Fig. 1: run 1, metal layers overlaid
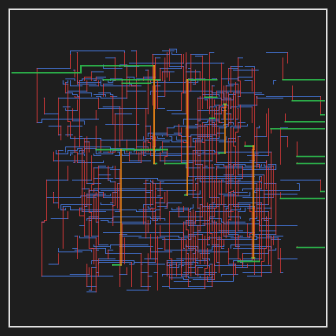
Fig. 2: run 1, clock wires, drivers and flops
Bar = 20 um.
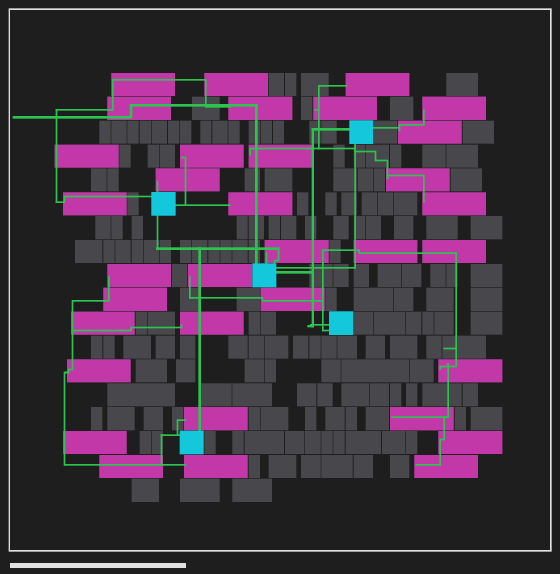
Fig. 3: run 1, metal 2
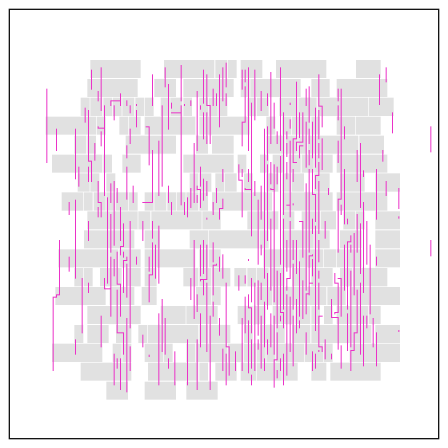
--- config.mk ---
export PLATFORM = sky130hd
export DESIGN_NAME = stim_sequencer_flat
export DESIGN_NICKNAME = d
export VERILOG_FILES = /design/src/rtl/stim_sequencer_pkg.sv /design/src/rtl/stim_sequencer_if.sv /design/src/rtl/stim_sequencer_lfsr.sv /design/src/rtl/stim_sequencer.sv /design/src/flat_wrapper.sv
export SDC_FILE = /design/constraint.sdc
export NUM_CORES = 1
export LEC_CHECK = 0
export ABC_AREA = 0
export ABC_CLOCK_PERIOD_IN_PS = 3680
export CORE_MARGIN = 5
export CORE_UTILIZATION = 61
export DETAILED_ROUTE_END_ITERATION = 10
export PLACE_DENSITY = 0.82
export SLEW_MARGIN = 20
export SYNTH_ARGS = -nofsm -noshare
export SYNTH_HDL_FRONTEND = slang
export SYNTH_SLANG_ARGS = --single-unit
--- constraint.sdc ---
create_clock -name clk -period 3.68 [get_ports clk]
set_input_delay 0.736 -clock clk [delete_from_list [all_inputs] [get_ports clk]]
set_output_delay 0.736 -clock clk [all_outputs]
set_load 0.02 [all_outputs]
--- src/rtl/stim_sequencer_pkg.sv ---
`default_nettype none
// +--------------------------------------------------------------------------+
// | Module   : stim_pkg                                                      |
// | Purpose  : Shared types and constants for the stimulus sequencer:        |
// |            state encoding, LFSR width/taps/seed and the LFSR step.       |
// | Ports    : none (package)                                                |
// | Revision : 1.0 - initial release                                         |
// +--------------------------------------------------------------------------+
package stim_pkg;

  localparam int LFSR_W = 16;

  // Feedback taps for x^16+x^14+x^13+x^11+1, expressed as bit positions
  // 15, 13, 12 and 10 of the register before the left shift.
  localparam logic [LFSR_W-1:0] LFSR_TAPS    = 16'hB400;
  localparam logic [LFSR_W-1:0] DEFAULT_SEED = 16'hACE1;

  typedef enum logic [2:0] {
    ST_IDLE  = 3'd0,
    ST_RESET = 3'd1,
    ST_UP    = 3'd2,
    ST_DN    = 3'd3,
    ST_RAND  = 3'd4,
    ST_DONE  = 3'd5
  } stim_state_t;

  // One Fibonacci step: shift left, feedback parity enters at bit 0.
  function automatic logic [LFSR_W-1:0] lfsr_step(input logic [LFSR_W-1:0] v);
    return {v[LFSR_W-2:0], ^(v & LFSR_TAPS)};
  endfunction

endpackage
`default_nettype wire

--- src/rtl/stim_sequencer_if.sv ---
`default_nettype none
// +--------------------------------------------------------------------------+
// | Module   : stim_sequencer_if                                             |
// | Purpose  : Control and stimulus bundle between the sequencer and the     |
// |            counter channels it exercises.                                |
// | Ports    : start/stop (control in), g_rst_n, g_en[NCH], g_up_dn[NCH],    |
// |            busy, done (stimulus/status out). master = sequencer side.    |
// | Revision : 1.0 - initial release                                         |
// +--------------------------------------------------------------------------+
interface stim_sequencer_if #(
  parameter int NCH = 2
);
  logic           start;
  logic           stop;
  logic           g_rst_n;
  logic [NCH-1:0] g_en;
  logic [NCH-1:0] g_up_dn;
  logic           busy;
  logic           done;

  modport master (
    input  start, stop,
    output g_rst_n, g_en, g_up_dn, busy, done
  );

  modport slave (
    output start, stop,
    input  g_rst_n, g_en, g_up_dn, busy, done
  );
endinterface
`default_nettype wire

--- src/rtl/stim_sequencer_lfsr.sv ---
`default_nettype none
// +--------------------------------------------------------------------------+
// | Module   : stim_lfsr                                                     |
// | Purpose  : 16-bit Fibonacci LFSR with synchronous seed load and advance. |
// | Ports    : clk, rst_n (sync, active low), load, seed[16], adv, q[16].    |
// |            load has priority over adv.                                   |
// | Revision : 1.0 - initial release                                         |
// +--------------------------------------------------------------------------+
module stim_lfsr
  import stim_pkg::*;
#(
  parameter logic [LFSR_W-1:0] RESET_SEED = DEFAULT_SEED
) (
  input  logic              clk,
  input  logic              rst_n,
  input  logic              load,
  input  logic [LFSR_W-1:0] seed,
  input  logic              adv,
  output logic [LFSR_W-1:0] q
);

  always_ff @(posedge clk) begin
    if (!rst_n) begin
      q <= RESET_SEED;
    end else if (load) begin
      q <= seed;
    end else if (adv) begin
      q <= lfsr_step(q);
    end
  end

endmodule
`default_nettype wire

--- src/rtl/stim_sequencer.sv ---
`default_nettype none
// +--------------------------------------------------------------------------+
// | Module   : stim_sequencer                                                |
// | Purpose  : Drives reset / enable / direction into NCH up/down counter    |
// |            channels: RESET, then directed UP and DN phases, then an      |
// |            LFSR-driven RAND phase; one pass or looping.                  |
// | Ports    : clk, rst_n (sync, active low), bus (stim_sequencer_if.master: |
// |            start, stop in; g_rst_n, g_en, g_up_dn, busy, done out).      |
// | Revision : 1.0 - initial release                                         |
// +--------------------------------------------------------------------------+
module stim_sequencer
  import stim_pkg::*;
#(
  parameter int                NCH         = 2,
  parameter int                CNT_W       = 8,
  parameter int                RST_CYCLES  = 1,
  parameter int                UP_CYCLES   = 2,
  parameter int                DN_CYCLES   = 3,
  parameter int                RAND_CYCLES = 16,
  parameter logic [LFSR_W-1:0] SEED        = DEFAULT_SEED,
  parameter bit                REPEAT      = 1'b0
) (
  input  logic             clk,
  input  logic             rst_n,
  stim_sequencer_if.master bus
);

  // ---------------------------------------------------------------- checks
  if (NCH < 1 || NCH > 8) begin : g_chk_nch
    $error("stim_sequencer: NCH must be in 1..8");
  end
  if (RST_CYCLES < 1) begin : g_chk_rst
    $error("stim_sequencer: RST_CYCLES must be >= 1");
  end
  if (SEED == '0) begin : g_chk_seed
    $error("stim_sequencer: SEED must be nonzero");
  end
  if (RST_CYCLES  >= (1 << CNT_W) || UP_CYCLES   >= (1 << CNT_W) ||
      DN_CYCLES   >= (1 << CNT_W) || RAND_CYCLES >= (1 << CNT_W)) begin : g_chk_len
    $error("stim_sequencer: phase length does not fit in CNT_W");
  end

  // ------------------------------------------------------------ constants
  localparam bit HAS_UP   = (UP_CYCLES   != 0);
  localparam bit HAS_DN   = (DN_CYCLES   != 0);
  localparam bit HAS_RAND = (RAND_CYCLES != 0);

  // Terminal counts; zero-length phases are never entered, so their
  // wrapped value is irrelevant.
  localparam logic [CNT_W-1:0] RST_LAST  = CNT_W'(RST_CYCLES  - 1);
  localparam logic [CNT_W-1:0] UP_LAST   = CNT_W'(UP_CYCLES   - 1);
  localparam logic [CNT_W-1:0] DN_LAST   = CNT_W'(DN_CYCLES   - 1);
  localparam logic [CNT_W-1:0] RAND_LAST = CNT_W'(RAND_CYCLES - 1);

  // ------------------------------------------------------ phase ordering
  function automatic stim_state_t first_phase();
    if (HAS_UP)        return ST_UP;
    else if (HAS_DN)   return ST_DN;
    else if (HAS_RAND) return ST_RAND;
    else               return ST_DONE;
  endfunction

  // End of the UP/DN/RAND chain: loop (never back through RESET) or finish.
  function automatic stim_state_t wrap_phase();
    if (REPEAT) return first_phase();
    else        return ST_DONE;
  endfunction

  function automatic stim_state_t after_dn();
    if (HAS_RAND) return ST_RAND;
    else          return wrap_phase();
  endfunction

  function automatic stim_state_t after_up();
    if (HAS_DN) return ST_DN;
    else        return after_dn();
  endfunction

  // Channel i takes enable from bit 2i and direction from bit 2i+1.
  function automatic logic [NCH-1:0] pick_en(input logic [LFSR_W-1:0] v);
    logic [NCH-1:0] r;
    r = '0;
    for (int i = 0; i < NCH; i++) r[i] = v[2*i];
    return r;
  endfunction

  function automatic logic [NCH-1:0] pick_dir(input logic [LFSR_W-1:0] v);
    logic [NCH-1:0] r;
    r = '0;
    for (int i = 0; i < NCH; i++) r[i] = v[2*i+1];
    return r;
  endfunction

  // ---------------------------------------------------------------- state
  stim_state_t       state, state_nxt;
  logic [CNT_W-1:0]  cnt, cnt_nxt;
  logic [LFSR_W-1:0] lfsr_q;
  logic [LFSR_W-1:0] rand_src;
  logic              lfsr_load, lfsr_adv;

  logic              g_rst_n_q, g_rst_n_nxt;
  logic [NCH-1:0]    g_en_q, g_en_nxt;
  logic [NCH-1:0]    g_up_dn_q, g_up_dn_nxt;
  logic              busy_q, busy_nxt;
  logic              done_q, done_nxt;

  stim_lfsr #(
    .RESET_SEED (SEED)
  ) u_lfsr (
    .clk   (clk),
    .rst_n (rst_n),
    .load  (lfsr_load),
    .seed  (SEED),
    .adv   (lfsr_adv),
    .q     (lfsr_q)
  );

  always_ff @(posedge clk) begin
    if (!rst_n) begin
      state     <= ST_IDLE;
      cnt       <= '0;
      g_rst_n_q <= 1'b0;
      g_en_q    <= '0;
      g_up_dn_q <= '0;
      busy_q    <= 1'b0;
      done_q    <= 1'b0;
    end else begin
      state     <= state_nxt;
      cnt       <= cnt_nxt;
      g_rst_n_q <= g_rst_n_nxt;
      g_en_q    <= g_en_nxt;
      g_up_dn_q <= g_up_dn_nxt;
      busy_q    <= busy_nxt;
      done_q    <= done_nxt;
    end
  end

  always_comb begin
    state_nxt   = state;
    cnt_nxt     = cnt + CNT_W'(1);
    lfsr_load   = 1'b0;
    lfsr_adv    = 1'b0;
    g_rst_n_nxt = 1'b1;
    g_en_nxt    = '0;
    g_up_dn_nxt = '0;
    busy_nxt    = 1'b0;
    done_nxt    = 1'b0;

    case (state)
      ST_IDLE, ST_DONE: begin
        cnt_nxt = cnt;
        if (bus.start) begin
          state_nxt = ST_RESET;
          cnt_nxt   = '0;
          lfsr_load = 1'b1;
        end
      end
      ST_RESET: begin
        if (cnt == RST_LAST) begin
          state_nxt = first_phase();
          cnt_nxt   = '0;
        end
      end
      ST_UP: begin
        if (cnt == UP_LAST) begin
          state_nxt = after_up();
          cnt_nxt   = '0;
        end
      end
      ST_DN: begin
        if (cnt == DN_LAST) begin
          state_nxt = after_dn();
          cnt_nxt   = '0;
        end
      end
      ST_RAND: begin
        lfsr_adv = 1'b1;
        if (cnt == RAND_LAST) begin
          state_nxt = wrap_phase();
          cnt_nxt   = '0;
        end
      end
      default: begin
        state_nxt = ST_IDLE;
        cnt_nxt   = '0;
      end
    endcase

    // Abort wins over everything and freezes the LFSR where it is.
    if (bus.stop) begin
      state_nxt = ST_IDLE;
      cnt_nxt   = '0;
      lfsr_load = 1'b0;
      lfsr_adv  = 1'b0;
    end

    // Outputs are registered alongside the state, so they are decoded from
    // the next state. A RAND cycle shows the LFSR value it will hold during
    // that cycle: the current value on entry, the stepped value while the
    // register is advancing.
    rand_src = (state == ST_RAND) ? lfsr_step(lfsr_q) : lfsr_q;

    case (state_nxt)
      ST_RESET: begin
        g_rst_n_nxt = 1'b0;
        busy_nxt    = 1'b1;
      end
      ST_UP: begin
        g_en_nxt    = '1;
        g_up_dn_nxt = '1;
        busy_nxt    = 1'b1;
      end
      ST_DN: begin
        g_en_nxt    = '1;
        busy_nxt    = 1'b1;
      end
      ST_RAND: begin
        g_en_nxt    = pick_en(rand_src);
        g_up_dn_nxt = pick_dir(rand_src);
        busy_nxt    = 1'b1;
      end
      ST_DONE: begin
        done_nxt = 1'b1;
      end
      default: ;
    endcase
  end

  assign bus.g_rst_n = g_rst_n_q;
  assign bus.g_en    = g_en_q;
  assign bus.g_up_dn = g_up_dn_q;
  assign bus.busy    = busy_q;
  assign bus.done    = done_q;

endmodule
`default_nettype wire

--- src/flat_wrapper.sv ---
// flat-port wrapper written by rule: the top's interface ports become plain ports
module stim_sequencer_flat import stim_pkg::*;
#(
  parameter int                NCH         = 2,
  parameter int                CNT_W       = 8,
  parameter int                RST_CYCLES  = 1,
  parameter int                UP_CYCLES   = 2,
  parameter int                DN_CYCLES   = 3,
  parameter int                RAND_CYCLES = 16,
  parameter logic [LFSR_W-1:0] SEED        = DEFAULT_SEED,
  parameter bit                REPEAT      = 1'b0
)
  (clk, rst_n, bus_start, bus_stop, bus_g_rst_n, bus_g_en, bus_g_up_dn, bus_busy, bus_done);
  stim_sequencer_if #(.NCH(NCH)) bus_i ();
  input  logic clk;
  input  logic rst_n;
  input wire logic [$bits(bus_i.start)-1:0] bus_start;
  input wire logic [$bits(bus_i.stop)-1:0] bus_stop;
  output wire logic [$bits(bus_i.g_rst_n)-1:0] bus_g_rst_n;
  output wire logic [$bits(bus_i.g_en)-1:0] bus_g_en;
  output wire logic [$bits(bus_i.g_up_dn)-1:0] bus_g_up_dn;
  output wire logic [$bits(bus_i.busy)-1:0] bus_busy;
  output wire logic [$bits(bus_i.done)-1:0] bus_done;
  assign bus_i.start = bus_start;
  assign bus_i.stop = bus_stop;
  assign bus_g_rst_n = bus_i.g_rst_n;
  assign bus_g_en = bus_i.g_en;
  assign bus_g_up_dn = bus_i.g_up_dn;
  assign bus_busy = bus_i.busy;
  assign bus_done = bus_i.done;
  stim_sequencer #(.NCH(NCH), .CNT_W(CNT_W), .RST_CYCLES(RST_CYCLES), .UP_CYCLES(UP_CYCLES), .DN_CYCLES(DN_CYCLES), .RAND_CYCLES(RAND_CYCLES), .SEED(SEED), .REPEAT(REPEAT)) u_core (.clk(clk), .rst_n(rst_n), .bus(bus_i));
endmodule
==> out/results.tsv, run 1 <==
metric	value	unit
final hold vios	0	
Die W	61.5	um
# Post-CTS Setup Buffers	0	
n_diodes	0	
Avg WL per Cell	13.6	um
CTS tree	built	
CP Class	input port to flop	
Post-synth top cells	45 x nand2_1, 34 x dfxtp_1, 18 x a21oi_1	
placed inst area	0.00174	mm2
Lkg Pwr	0.000648	uW
clock root buffer master	clkbuf_4	
Top cells excl fill/tap	45 x nand2_1, 34 x dfxtp_1, 18 x a21oi_1	
Fillers	193	
# IOs	11	
element type at the critical path end	flop	
Placeable Area	0.00250	mm2
CP max stage delay	0.57	ns
GPL Wtd Cong	1.02	
xor+xnor area frac	0.0433	
fp_density	0.648	
Netlist cell types	45	
Setup WS post-layout	1.37	ns
total CTS buffers	5	
FF+latch count, synth	34	
total negative slack	0	ns
drc violations	0	
total power draw	617	uW
Antenna Nets Post-Route	0	
HP Class	flop to flop	
Crit-path slowest cell	clkdlybuf4s50_1	
status	complete, no violations	
Setup WS pre-CTS	1.07	ns
Mux area share	0.00618	
Sink Count	34	
Setup violations, final	0	
Ys Warns	0	
post_cts resized	0	
Yosys chip area	0.00162	mm2
final-stage net count	216	
Clock Path Buffers	2	
-- Fig. 1 (at the start) --
Orange stands for met4, wire length 95.2 um. Red stands for met2, wire length 1,480 um. Green stands for met3, wire length 140 um. Blue stands for met1, wire length 1,510 um.

-- Fig. 2 (at the start) --
Green stands for clock wires, length 415 um. Cyan stands for cells driving clock nets, count 5. Magenta stands for flip-flops, count 34.
There are 6 routed clock nets.
clk ins delay skew pair: 0.33 ns
clk_skew: 0.0102 ns
Clock Power: 202 uW
Clk network pwr share: 0.328

-- Fig. 3 (at the start) --
The layer carries 1,480 um of wire. The layer holds 46% of the routed length. The longest straight run is 21.4 um. The wires run mostly vertical.
M2 GR Usage: 0.314
vias: 1,403

run 1: tightest hold or removal path: cells and delay by family, from the launching register on:
family	cells	cell delay, ns
flip-flops	1	0.32
AND/OR/NAND/NOR	1	0.05
AND-OR/OR-AND	1	0.05
run 1: area by class of cell:
| cell class | instances | area [um2] | area share |
|---|---|---|---|
| clock buffers | 6 | 51.3 | 0.0287 |
| inverters | 6 | 22.5 | 0.0126 |
| multi-input cells | 150 | 890 | 0.497 |
| flip-flops and latches | 34 | 681 | 0.380 |
| well taps | 30 | 37.5 | 0.0210 |
| repair buffers | 11 | 108 | 0.0601 |
run 1: per-layer routing:
layer / GRT usage / share of wire
met1: 0.236 / 0.47
met2: 0.314 / 0.46
met3: 0.0461 / 0.043
met4: 0.127 / 0.029
met5: 0 / 0
run 1: registers in the layout, indices dropped and copies added, names as in the netlist:
register / count
u_core.bus.g_up_dn: 2
u_core.cnt: 8
u_core.bus.done: 1
u_core.bus.g_en: 2
u_core.state: 3
u_core.u_lfsr.q: 16
u_core.bus.g_rst_n: 1
u_core.bus.busy: 1
run 1: path summary, 6_finish.rpt:
check | startpoint | end | slack, ns | cells past startpoint
worst max-delay path | bus_start | u_core.bus.g_up_dn[0] | 1.37 | 7
worst min-delay path | u_core.u_lfsr.q[8] | u_core.u_lfsr.q[9] | 0.46 | 2
worst max register to register | u_core.state[0] | u_core.cnt[5] | 1.66 | 6
worst min register to register | u_core.u_lfsr.q[8] | u_core.u_lfsr.q[9] | 0.46 | 2
run 1: power breakdown:
| part | total, uW | switching [uW] | internal [uW] |
|---|---|---|---|
| combinational | 41.2 | 24.2 | 17.0 |
| sequential | 373 | 2.81 | 371 |
| clock | 202 | 116 | 86.0 |
| total | 617 | 143 | 474 |
Fig. 4: run 1, signal wires on met3
Bar = 20 um.
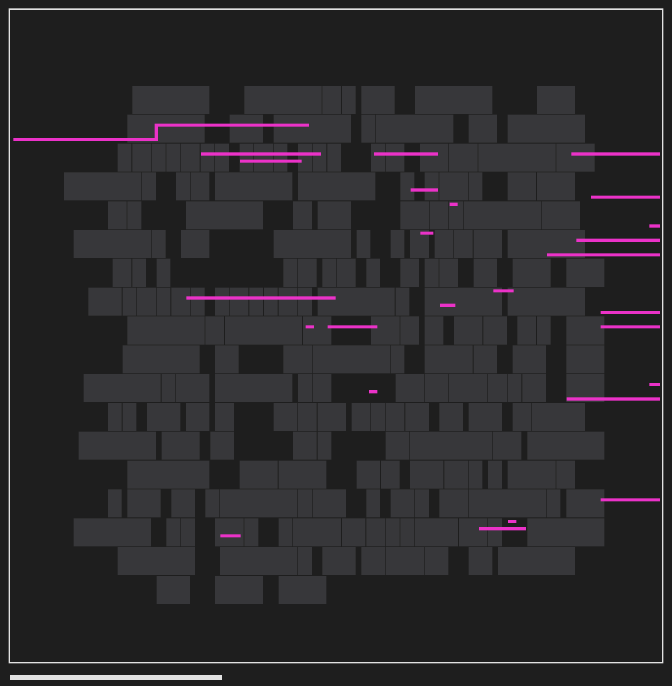

==> run 2, diff against run 1 <==
ABC_CLOCK_PERIOD_IN_PS = 2300   (was 3680)
CORE_UTILIZATION = 57   (was 61)
PLACE_DENSITY = 0.77   (was 0.82)
clock period = 2.3 ns   (was 3.68 ns; I/O delays follow)
Fig. 5: run 2, signal wires on met3
Bar = 20 um.
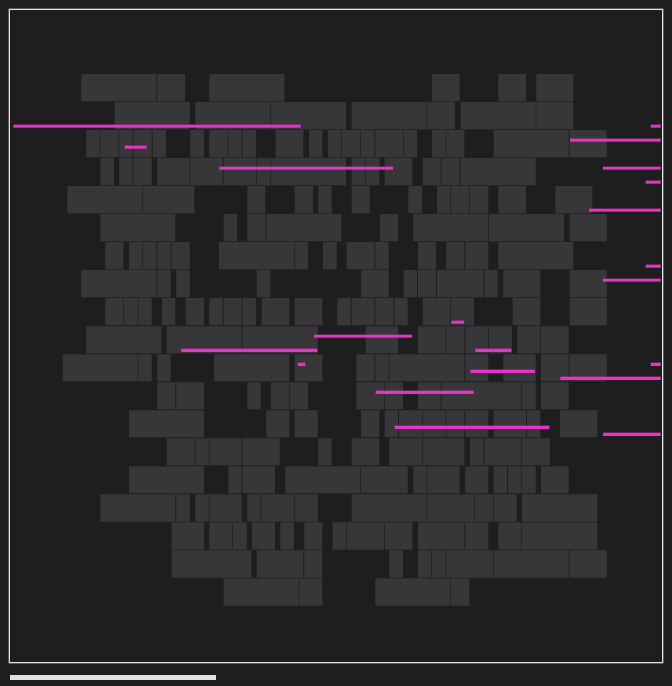
The layer holds 4.5% of the routed length. The layer carries 147 um of wire. 18 nets have wire on it.

==> run 2 against run 1 <==
  * Setup slack got worse by 1.0 ns
  * Clock power increased by 74%
  * Synthesized cell count unchanged
  * Hold slack got worse by 0.0031 ns
  * Non-clock buffer count increased by 7
  * Clock skew increased by 0.0028 ns
  * Sequential power increased by about 60%
  * Largest power group unchanged
  * Combinational power increased by 83%
  * Count of clock-buffer cells in the layout unchanged
  * Critical path depth increased by 1
  * Area after synthesis unchanged
  * Routed wire length increased by 1.6%
==> out/results.tsv, run 2 <==
metric	value	unit	change
status	complete, no violations		
total negative slack	0	ns	unchanged
Clock Path Buffers	2		unchanged
Top cells excl fill/tap	45 x nand2_1, 34 x dfxtp_1, 18 x a21oi_1		
vias	1389		-1.0%
RR Startpoint	u_core.cnt[0]		
Fillers	221		+15%
post_cts resized	0		unchanged
# Post-CTS Setup Buffers	0		unchanged
worst reg2reg endpoint	u_core.bus.g_en[0]		
CP max stage delay	0.38	ns	-0.19 ns
crit path to	u_core.bus.g_en[0]		
clk_skew	0.0130	ns	+0.00280 ns
Hold Crit Depth	2		unchanged
hold-critical path endpoint	u_core.u_lfsr.q[8]		
Placeable Area	0.00273	mm2	+9.4%
reg2reg setup slack	0.34	ns	-1.32 ns
Antenna Nets Post-Route	0		unchanged
Yosys chip area	0.00162	mm2	unchanged
Avg WL per Cell	13.3	um	-2.5%
Biggest register	u_core.u_lfsr.q		
total CTS buffers	5		unchanged
Setup violations, final	0		unchanged
Netlist cell types	45		unchanged
Lkg Pwr	0.000687	uW	+6.0%
clk ins delay skew pair	0.34	ns	about the same
drc violations	0		unchanged
Seq. cell area	681	um2	unchanged
xor+xnor area frac	0.0433		unchanged
clock root buffer master	clkbuf_4		
GPL Wtd Cong	0.911		-10%
Reg2Reg Depth	8		+2
# IOs	11		unchanged
element type at the critical path end	flop		
Mux area share	0.00618		unchanged
Fig. 6: run 2, metal layers overlaid
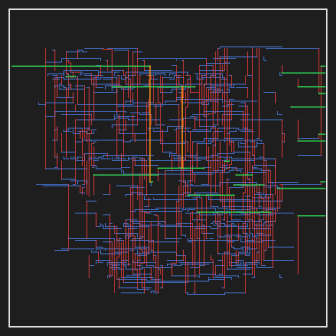
Orange stands for met4, wire length 39.4 um. Green stands for met3, wire length 147 um. Red stands for met2, wire length 1,580 um. Blue stands for met1, wire length 1,520 um.

[run 2: cell counts after synthesis]
No cell type changed its count.
[run 2: stage by stage]
step	worst slack (ns)	util	instance area (um2)	std cells	hold slack (ns)
final	0.335	0.679	1860	247	0.454
after global routing	0.192	0.679	1860	247	0.485
after CTS	0.353	0.679	1860	247	0.457
after detailed placement	0.0638	0.655	1790	239	0.447
after global placement	0.167	0.655	1790	239	0.440
after floorplan	0.560	-	1620	196	0.432
[run 2: cells by family (layout without fill, tap and decap cells)]
| group | after synthesis | count (layout) |
|---|---|---|
| simple gates | 94 | 94 |
| compound gates | 43 | 43 |
| flops | 34 | 34 |
| buf+inv | 12 | 32 |
| xor+xnor | 8 | 8 |
| fa+ha+maj | 4 | 4 |
| mux | 1 | 1 |
[run 2: worst max-delay path: cells and delay by family, from the launching register on]
kind | cells | cell delay, ns
simple gates | 3 | 0.57
buf+inv | 1 | 0.14
flops | 1 | 0.38
fa+ha+maj | 1 | 0.20
compound gates | 3 | 0.63
[run 2: routing by layer]
metal,share of wire,up-vias,track usage
li1,-,712,-
met5,0,-,0
met3,0.044,4,0.0409
met1,0.46,643,0.230
met4,0.012,0,0.0805
met2,0.48,30,0.287
[run 2: cell type report]
| cell class | instances | area share |
|---|---|---|
| clock buffers | 6 | 0.0276 |
| clock inverters | 2 | 0.00674 |
| multi-input cells | 150 | 0.479 |
| flip-flops and latches | 34 | 0.367 |
| repair buffers | 18 | 0.0863 |
| well taps | 31 | 0.0209 |
| inverters | 6 | 0.0121 |
[run 2: power breakdown]
part	internal [uW]	total, uW	switching (uW)
clock	147	352	205
sequential	593	596	3.27
combinational	34.5	75.2	40.7
total	775	1020	249
Fig. 7: run 2, clock wires, drivers and flops
Bar = 20 um.
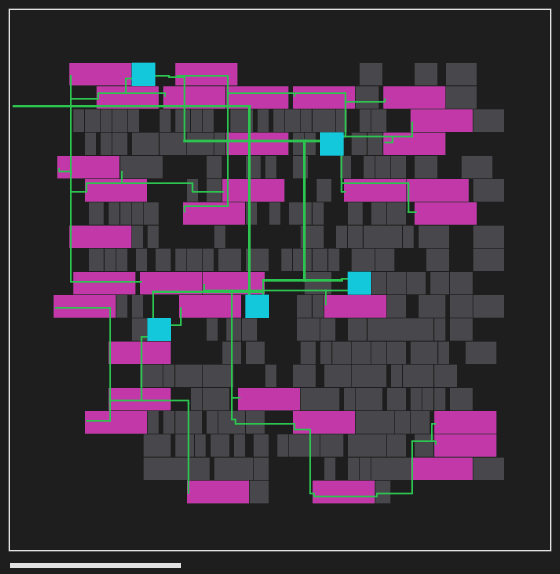

==> run 3, diff against run 2 <==
CORE_UTILIZATION = 59   (was 57)
PLACE_DENSITY = 0.79   (was 0.77)
SYNTH_HIERARCHICAL = 1   (was default)
Fig. 8: run 3, clock wires, drivers and flops
Bar = 20 um.
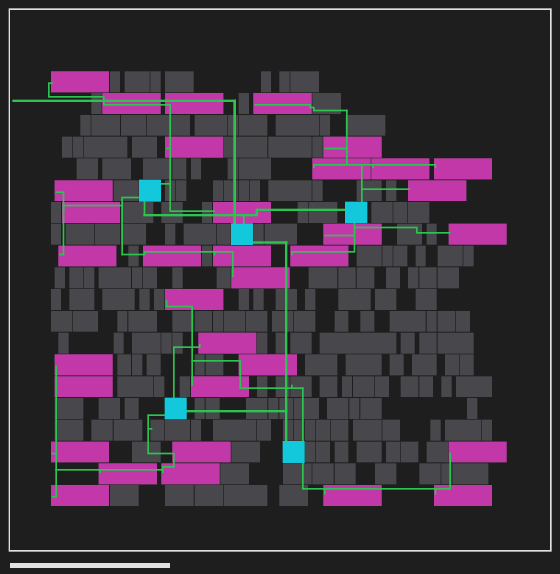
Green stands for clock wires, length 411 um. Cyan stands for cells driving clock nets, count 5. Magenta stands for flip-flops, count 34.
Position of the flops: widely spread.

==> run 3 against run 2 <==
  * Design area is 19% higher
  * First-iteration DRC count is 47% lower
  * Flip-flop count stayed put
  * Critical endpoint is now u_core/bus.busy
==> out/results.tsv, run 3 <==
metric	value	unit	change
Reg2Reg Depth	5		-3
reg2reg setup slack	0.14	ns	-0.19 ns
Setup violations, final	0		unchanged
Clock Power	354	uW	about the same
total negative slack	0	ns	unchanged
clk ins delay skew pair	0.34	ns	about the same
Hold Crit Depth	1		-1
post-route design area	0.00220	mm2	+19%
HP Class	flop to flop		
RR Startpoint	u_core/cnt[6]		
clock root buffer master	clkbuf_4		
post_cts resized	0		unchanged
seq pwr	623	uW	+4.5%
clk_skew	0.0117	ns	-0.00124 ns
Net Sw Power	296	uW	+19%
Clk network pwr share	0.317		-0.027
Avg WL per Cell	12.6	um	-4.9%
Logic pwr share	0.125		+0.052
worst reg2reg endpoint	u_core/bus.busy		
Max power group	sequential cells		
Netlist cell types	52		+16%
Lkg Pwr	0.000927	uW	+35%
Sink Count	34		
Placeable Area	0.00310	mm2	+14%
Fillers	254		+15%
status	complete, no violations		
hold-critical path endpoint	u_core/cnt[6]		
total CTS buffers	5		unchanged
Antenna Nets Post-Route	0		unchanged
Cell Int Power	821	uW	+6.0%
GPL Wtd Cong	0.846		-7.1%
placed inst area	0.00214	mm2	+19%
largest fanout on the critical path	7		
sw frac	0.265		+0.0213
# Post-CTS Setup Buffers	0		unchanged
Clock Path Buffers	2		unchanged
leading registers by flop count	u_core/u_lfsr/q: 16 flops, u_core/cnt: 8 flops, u_core/state: 3 flops		
# IOs	11		unchanged
Top cells excl fill/tap	34 x dfxtp_1, 29 x nand2_1, 20 x nor2_1		
fp_density	0.627		
initial antenna violation count	0		
vias	1550		+12%
sequential share of power	0.558		-0.025
Biggest register	u_core/u_lfsr/q		
Yosys chip area	0.00195	mm2	+20%
drc violations	0		unchanged
crit path to	u_core/bus.busy		
element type at the critical path end	flop		
Fig. 9: run 3, metal layers overlaid
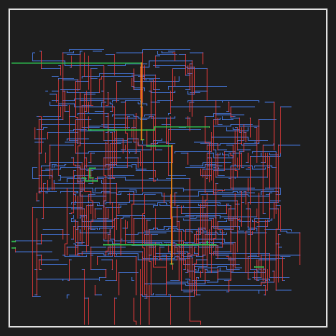
Green stands for met3, wire length 94.2 um. Orange stands for met4, wire length 41.5 um. Red stands for met2, wire length 1,690 um. Blue stands for met1, wire length 1,840 um.

## run 3: netlist changes by cell type after synthesis, moves of 4 or more
cell     change
nand2_1     -16
mux2i_1     +11
nor2_1       +9
mux2_2       +7
mux2_4       +6
a21oi_1      -4
a22o_1       +4
## run 3: kinds of logic (layout without fill, tap and decap cells)
logic type	count (synthesis)	count (layout)	synth area share
compound gates	46	46	0.185
xor+xnor	7	7	0.0315
fa+ha+maj	4	4	0.0257
buf+inv	19	34	0.0572
flops	34	34	0.350
mux	25	25	0.148
other cells	2	16	0.00386
simple gates	80	80	0.199
## run 3: layer usage
metal / track usage / wire length (um) / up-vias / share of wire
met4: 0.0658 / 41 / 0 / 0.011
li1: - / - / 811 / -
met1: 0.257 / 1840 / 715 / 0.50
met2: 0.302 / 1690 / 19 / 0.46
met5: 0 / 0 / - / 0
met3: 0.0599 / 94 / 5 / 0.026
## run 3: area by class of cell
class / count / area (um2) / share of cell area
clock inverter: 2 / 12.5 / 0.00569
sequential: 34 / 681 / 0.309
timing repair buffer: 19 / 168 / 0.0762
multi-input combinational: 178 / 1210 / 0.549
tap: 44 / 55.1 / 0.0250
inverter: 7 / 26.3 / 0.0119
clock buffer: 6 / 51.3 / 0.0233
## run 3: metrics by stage
step	hold WS, ns	setup slack [ns]	power, uW	util
4_1_cts	0.521	0.148	1130	0.709
3_5_place_dp	0.504	0.175	775	0.689
2_1_floorplan	0.480	0.227	736	-
5_1_grt	0.563	0.0125	1190	0.709
3_3_place_gp	0.489	0.224	773	0.689
6_report	0.520	0.143	1120	0.709
## run 3: worst max-delay path: stages, from the launching register on
cell	delay, ns
dfxtp_1	0.36
or4_4	0.61
or3_4	0.42
a21oi_1	0.21
nor3_1	0.13
o31a_1	0.30
Power figures rest on the tool's default switching activity, not on a simulated workload.
